### config.mk
export PLATFORM = sky130hd
export DESIGN_NAME = cix_exec_unit
export DESIGN_NICKNAME = d
export VERILOG_FILES = /design/src/rtl/cix_pkg.sv /design/src/rtl/cix_regfile.sv /design/src/rtl/cix_exec_unit.sv
export SDC_FILE = /design/constraint.sdc
export NUM_CORES = 2
export LEC_CHECK = 0
export ABC_AREA = 1
export CORE_UTILIZATION = 35
export DETAILED_ROUTE_END_ITERATION = 10
export SLEW_MARGIN = 15
export SYNTH_ARGS = -nofsm -noshare
export SYNTH_HDL_FRONTEND = slang
export SYNTH_SLANG_ARGS = --single-unit
### constraint.sdc
create_clock -name clk -period 7.2 [get_ports clk]
set_input_delay 1.44 -clock clk [delete_from_list [all_inputs] [get_ports clk]]
set_output_delay 1.44 -clock clk [all_outputs]
set_load 0.05 [all_outputs]
### src/rtl/cix_pkg.sv
// Shared definitions for the custom-instruction execution unit: opcodes, FSM states and
// helpers that locate instruction fields.
package cix_pkg;

  localparam logic [4:0] OP_ADD = 5'b00000;
  localparam logic [4:0] OP_SUB = 5'b00001;
  localparam logic [4:0] OP_AND = 5'b00010;
  localparam logic [4:0] OP_OR  = 5'b00011;
  localparam logic [4:0] OP_XOR = 5'b00100;
  localparam logic [4:0] OP_FFT = 5'b10000;
  localparam logic [4:0] OP_ENC = 5'b10001;
  localparam logic [4:0] OP_DEC = 5'b10010;
  localparam logic [4:0] OP_KEY = 5'b10011;

  typedef enum logic [1:0] {
    StIdle,
    StExec,
    StIter
  } state_e;

  // Instruction is {opcode, rd, rs1, rs2}; field index counts up from the LSB.
  localparam int unsigned FLD_RS2 = 0;
  localparam int unsigned FLD_RS1 = 1;
  localparam int unsigned FLD_RD  = 2;
  localparam int unsigned FLD_OPC = 3;

  function automatic int unsigned fld_lsb(input int unsigned reg_aw, input int unsigned fld);
    return reg_aw * fld;
  endfunction

endpackage

### src/rtl/cix_regfile.sv
// Register file: two combinational read ports, one synchronous write port, r0 hardwired to
// zero, asynchronous active-low clear.
module cix_regfile #(
  parameter int unsigned DATA_W = 19,
  parameter int unsigned REG_AW = 5
) (
  input  logic              clk,
  input  logic              rst_n,
  input  logic [REG_AW-1:0] ra_addr_i,
  output logic [DATA_W-1:0] ra_data_o,
  input  logic [REG_AW-1:0] rb_addr_i,
  output logic [DATA_W-1:0] rb_data_o,
  input  logic              we_i,
  input  logic [REG_AW-1:0] wa_i,
  input  logic [DATA_W-1:0] wd_i
);

  localparam int unsigned NREGS = 2 ** REG_AW;

  logic [DATA_W-1:0] mem_q [NREGS];
  logic [DATA_W-1:0] mem_d [NREGS];

  always_comb begin
    mem_d = mem_q;
    if (we_i && (wa_i != '0)) begin
      mem_d[wa_i] = wd_i;
    end
  end

  always_ff @(posedge clk or negedge rst_n) begin
    if (!rst_n) begin
      for (int i = 0; i < NREGS; i++) begin
        mem_q[i] <= '0;
      end
    end else begin
      mem_q <= mem_d;
    end
  end

  assign ra_data_o = (ra_addr_i == '0) ? '0 : mem_q[ra_addr_i];
  assign rb_data_o = (rb_addr_i == '0) ? '0 : mem_q[rb_addr_i];

endmodule

### src/rtl/cix_exec_unit.sv
// Custom-instruction execution unit: accepts one instruction at a time, runs ALU/custom ops
// in one cycle and ENC/DEC as iterative rounds, then writes back and pulses res_valid.
module cix_exec_unit
  import cix_pkg::*;
#(
  parameter int unsigned DATA_W  = 19,
  parameter int unsigned REG_AW  = 5,
  parameter int unsigned OPC_W   = 5,
  parameter int unsigned ROUNDS  = 4,
  parameter int unsigned INSTR_W = OPC_W + 3 * REG_AW
) (
  input  logic               clk,
  input  logic               rst_n,
  input  logic [INSTR_W-1:0] instr,
  input  logic               instr_valid,
  output logic               instr_ready,
  output logic [DATA_W-1:0]  res_data,
  output logic               res_valid,
  output logic               res_err,
  output logic               busy
);

  localparam int unsigned CntW    = (ROUNDS > 1) ? $clog2(ROUNDS) : 1;
  localparam logic [CntW-1:0] LastCnt = CntW'(ROUNDS - 1);
  localparam int unsigned Rs2Lsb  = fld_lsb(REG_AW, FLD_RS2);
  localparam int unsigned Rs1Lsb  = fld_lsb(REG_AW, FLD_RS1);
  localparam int unsigned RdLsb   = fld_lsb(REG_AW, FLD_RD);
  localparam int unsigned OpcLsb  = fld_lsb(REG_AW, FLD_OPC);

  state_e            state_q, state_d;
  logic [OPC_W-1:0]  opc_q, opc_d;
  logic [REG_AW-1:0] rd_q, rd_d;
  logic [DATA_W-1:0] a_q, a_d, b_q, b_d, x_q, x_d, key_q, key_d;
  logic [CntW-1:0]   cnt_q, cnt_d;
  logic [DATA_W-1:0] res_data_q, res_data_d;
  logic              res_valid_q, res_valid_d, res_err_q, res_err_d;

  logic [DATA_W-1:0] rf_a, rf_b, wr_data, alu_res, enc_t, round_out;
  logic              wr_en, legal, is_iter;

  cix_regfile #(
    .DATA_W(DATA_W),
    .REG_AW(REG_AW)
  ) u_regfile (
    .clk      (clk),
    .rst_n    (rst_n),
    .ra_addr_i(instr[Rs1Lsb +: REG_AW]),
    .ra_data_o(rf_a),
    .rb_addr_i(instr[Rs2Lsb +: REG_AW]),
    .rb_data_o(rf_b),
    .we_i     (wr_en),
    .wa_i     (rd_q),
    .wd_i     (wr_data)
  );

  always_comb begin
    alu_res = '0;
    legal   = 1'b1;
    is_iter = 1'b0;
    case (opc_q)
      OPC_W'(OP_ADD): alu_res = a_q + b_q;
      OPC_W'(OP_SUB): alu_res = a_q - b_q;
      OPC_W'(OP_AND): alu_res = a_q & b_q;
      OPC_W'(OP_OR):  alu_res = a_q | b_q;
      OPC_W'(OP_XOR): alu_res = a_q ^ b_q;
      OPC_W'(OP_FFT): alu_res = b_q + 1'b1;
      OPC_W'(OP_KEY): alu_res = a_q;
      OPC_W'(OP_ENC), OPC_W'(OP_DEC): is_iter = 1'b1;
      default:        legal = 1'b0;
    endcase
  end

  // ENC: rotl1(x ^ key); DEC: rotr1(x) ^ key, which undoes one ENC round exactly.
  assign enc_t     = x_q ^ key_q;
  assign round_out = (opc_q == OPC_W'(OP_DEC)) ? ({x_q[0], x_q[DATA_W-1:1]} ^ key_q)
                                               : {enc_t[DATA_W-2:0], enc_t[DATA_W-1]};

  always_comb begin
    state_d     = state_q;
    opc_d       = opc_q;
    rd_d        = rd_q;
    a_d         = a_q;
    b_d         = b_q;
    x_d         = x_q;
    cnt_d       = cnt_q;
    key_d       = key_q;
    res_data_d  = res_data_q;
    res_valid_d = 1'b0;
    res_err_d   = res_err_q;
    wr_en       = 1'b0;
    wr_data     = alu_res;
    unique case (state_q)
      StIdle: begin
        if (instr_valid) begin
          opc_d   = instr[OpcLsb +: OPC_W];
          rd_d    = instr[RdLsb +: REG_AW];
          a_d     = rf_a;
          b_d     = rf_b;
          state_d = StExec;
        end
      end
      StExec: begin
        if (!legal) begin
          res_data_d  = '0;
          res_err_d   = 1'b1;
          res_valid_d = 1'b1;
          state_d     = StIdle;
        end else if (is_iter) begin
          x_d     = b_q;
          cnt_d   = '0;
          state_d = StIter;
        end else begin
          wr_en       = 1'b1;
          res_data_d  = alu_res;
          res_err_d   = 1'b0;
          res_valid_d = 1'b1;
          if (opc_q == OPC_W'(OP_KEY)) key_d = a_q;
          state_d     = StIdle;
        end
      end
      StIter: begin
        x_d   = round_out;
        cnt_d = cnt_q + 1'b1;
        if (cnt_q == LastCnt) begin
          wr_en       = 1'b1;
          wr_data     = round_out;
          res_data_d  = round_out;
          res_err_d   = 1'b0;
          res_valid_d = 1'b1;
          state_d     = StIdle;
        end
      end
      default: state_d = StIdle;
    endcase
  end

  always_ff @(posedge clk or negedge rst_n) begin
    if (!rst_n) begin
      state_q     <= StIdle;
      opc_q       <= '0;
      rd_q        <= '0;
      a_q         <= '0;
      b_q         <= '0;
      x_q         <= '0;
      cnt_q       <= '0;
      key_q       <= '0;
      res_data_q  <= '0;
      res_valid_q <= 1'b0;
      res_err_q   <= 1'b0;
    end else begin
      state_q     <= state_d;
      opc_q       <= opc_d;
      rd_q        <= rd_d;
      a_q         <= a_d;
      b_q         <= b_d;
      x_q         <= x_d;
      cnt_q       <= cnt_d;
      key_q       <= key_d;
      res_data_q  <= res_data_d;
      res_valid_q <= res_valid_d;
      res_err_q   <= res_err_d;
    end
  end

  assign instr_ready = (state_q == StIdle);
  assign busy        = !instr_ready;
  assign res_data    = res_data_q;
  assign res_valid   = res_valid_q;
  assign res_err     = res_err_q;

endmodule

M1 wires:
Drawn at 1 px/um.
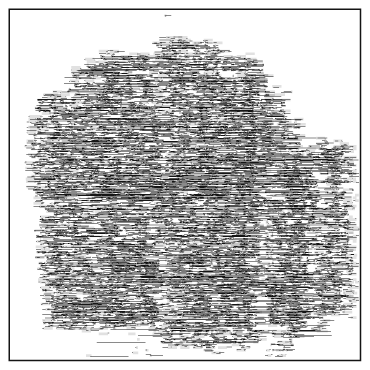
nets with wire on the layer = 5357
main direction = horizontal
Routed Wire Length: 174500 um
met1 usage: 39.02%
DR vias: 41790

Signal wires on met2:
Drawn at 1.5 px/um.
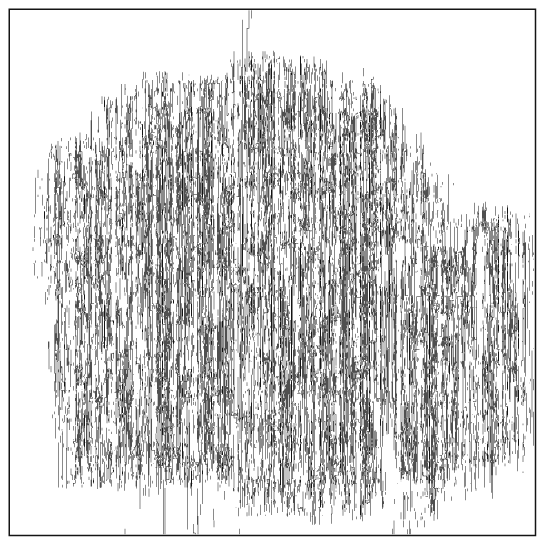
share of all routed wire = 42%
nets with wire on the layer = 4069
wire length on this layer = 72.5 mm
longest straight run = 157 um
grt met2 use: 40.18%

Metal 3:
Drawn at 1 px/um.
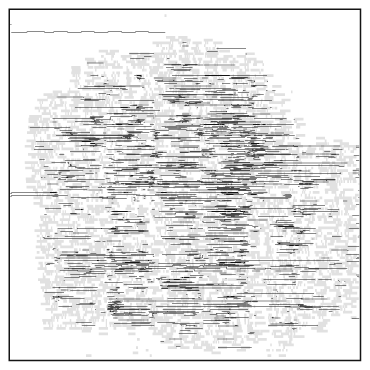
main direction = horizontal
longest straight run = 163 um
share of all routed wire = 11%
GRT met3 Usage: 5.592%

## through the flow
step | utilization (%) | setup WS (ns) | instance area [sq um] | std cells
2_1_floorplan | - | 3.876 | 42330 | 5918
3_3_place_gp | 36.39 | 2.554 | 43650 | 7237
3_5_place_dp | 36.39 | 2.535 | 43650 | 7237
4_1_cts | 38.80 | 3.019 | 46550 | 7388
5_1_grt | 38.81 | 2.652 | 46560 | 7388
6_report | 38.81 | 2.916 | 46560 | 7388
## metal layers
| metal | GRT usage [%] | part of all wire, % |
|---|---|---|
| met4 | 15.87 | 6.4 |
| met1 | 39.02 | 41 |
| met3 | 5.592 | 11 |
| met2 | 40.18 | 42 |
| met5 | 0 | 0.016 |
## logic make-up after synthesis
group                      Yosys count  share of synthesized area, %
adders and majority gates           80                         2.400
DFF                                719                         42.51
and+or+nand+nor                   2794                         25.57
muxes                              148                         3.500
AOI/OAI and AO/OA                 1442                         18.18
buffers and inverters              697                         7.050
xor gates and xnor gates            38                        0.7863
## flip-flops by register name, summed over array words and instances (netlist names)
name / cells
state_q: 2
x_q: 19
u_regfile.mem_q: 608
cnt_q: 2
b_q: 19
rd_q: 5
res_err: 1
a_q: 19
res_valid: 1
res_data: 19
opc_q: 5
key_q: 19
## cell type report
class,instances,area [sq um],share of cell area [%]
Multi-Input combinational cell,4502,21430,46.03
Clock buffer,115,2420,5.198
Tap cell,1612,2017,4.332
Sequential cell,719,17990,38.65
Clock inverter,36,480.5,1.032
Inverter,267,1011,2.171
Timing Repair Buffer,137,1206,2.591
## worst max-delay path: stages, from the launching register on
cell	delay, ns
dfrtp_1	0.42
nor2_4	0.07
nand2_2	0.10
clkinv_2	0.29
nand2_2	0.48
nand2_1	0.12
ha_1	0.26
fa_1	0.46
nand2_1	0.09
inv_1	0.05
nand2_1	0.05
nand3_1	0.13
nand2_1	0.10
nand2_1	0.08
nand2_1	0.10
nand2_1	0.06
nand2_1	0.05
nand3_1	0.16
nand3_1	0.19
nand2_1	0.07
nand2_1	0.13
buf_4	0.52
nand2_1	0.11
nand2_1	0.09
## where the power goes
part / total [mW] / leakage (nW) / internal, mW / switching [mW]
registers: 6.07 / 9.87 / 5.06 / 1.01
clock network: 4.58 / 1.44 / 2.72 / 1.86
logic: 8.07 / 11.5 / 2.11 / 5.96
## worst max path at each step
stage                      endpoint  slack, ns  cells past startpoint
2_1_floorplan  u_regfile.mem_q[443]       3.88                     23
3_3_place_gp                a_q[11]       2.55                      7
3_5_place_dp                a_q[17]       2.54                      9
4_1_cts        u_regfile.mem_q[280]       3.02                     23
5_1_grt        u_regfile.mem_q[185]       2.65                     23
6_report       u_regfile.mem_q[280]       2.92                     23
==> changes_impl.md <==
### Changed

* Status: completed
* Crit Path Max Fanout at 31
* FF-to-FF Start: opc_q[1]
* Cell variety after synth at 47
* Most common cell in the netlist: nand2_1
* Nets at 5813
* Hold EP: u_regfile.mem_q[589]
* Die span in x at 349.8 um
* Post-synth top flop: dfrtp_1
* GR Util All Layers at 27.99%
* Yosys warning count at 0
* Clock root buffer: clkbuf_16
* Initial DRC count at 6304
* Log Warnings at 73
* Chip area at 0.1223 sq mm
* Max-cap violations at 0
* Post-synth top area cell: dfrtp_1
* Clock slew at reported path FFs at 0.07 ns
* Crit. End Element: register
* # DRC at 0
* CTS Buf Count at 83
* WL/cell at 23.62 um
* Hold Buf Count CTS at 0
* Vias per std cell at 5.657
* CTS tree: yes
* Synthesized area per cell at 7.153 sq um
* Power density over the cells at 402.0 mW/mm^2
* Final Critical Period at 4.284 ns
* Crit path DRT at 7.79 ns
* Number of global-route vias before repair at 37950
* Syn nets at 6021
* Worst Hold Path Cells at 0
* Drt first pass iters at 9
* #FFs+latches synth at 719
* Final worst path period share at 59.50%
* Clk buf depth at 3
* R2r endpoint: u_regfile.mem_q[280]
* Area growth, synth to finish at 9.988%
* Ys cells at 5918
* Initial antenna violation count at 3
* Worst Setup Path Type: reg -> reg
* Total Power at 18.72 mW
No activity file was given, so power comes from the tool's default toggle rates.
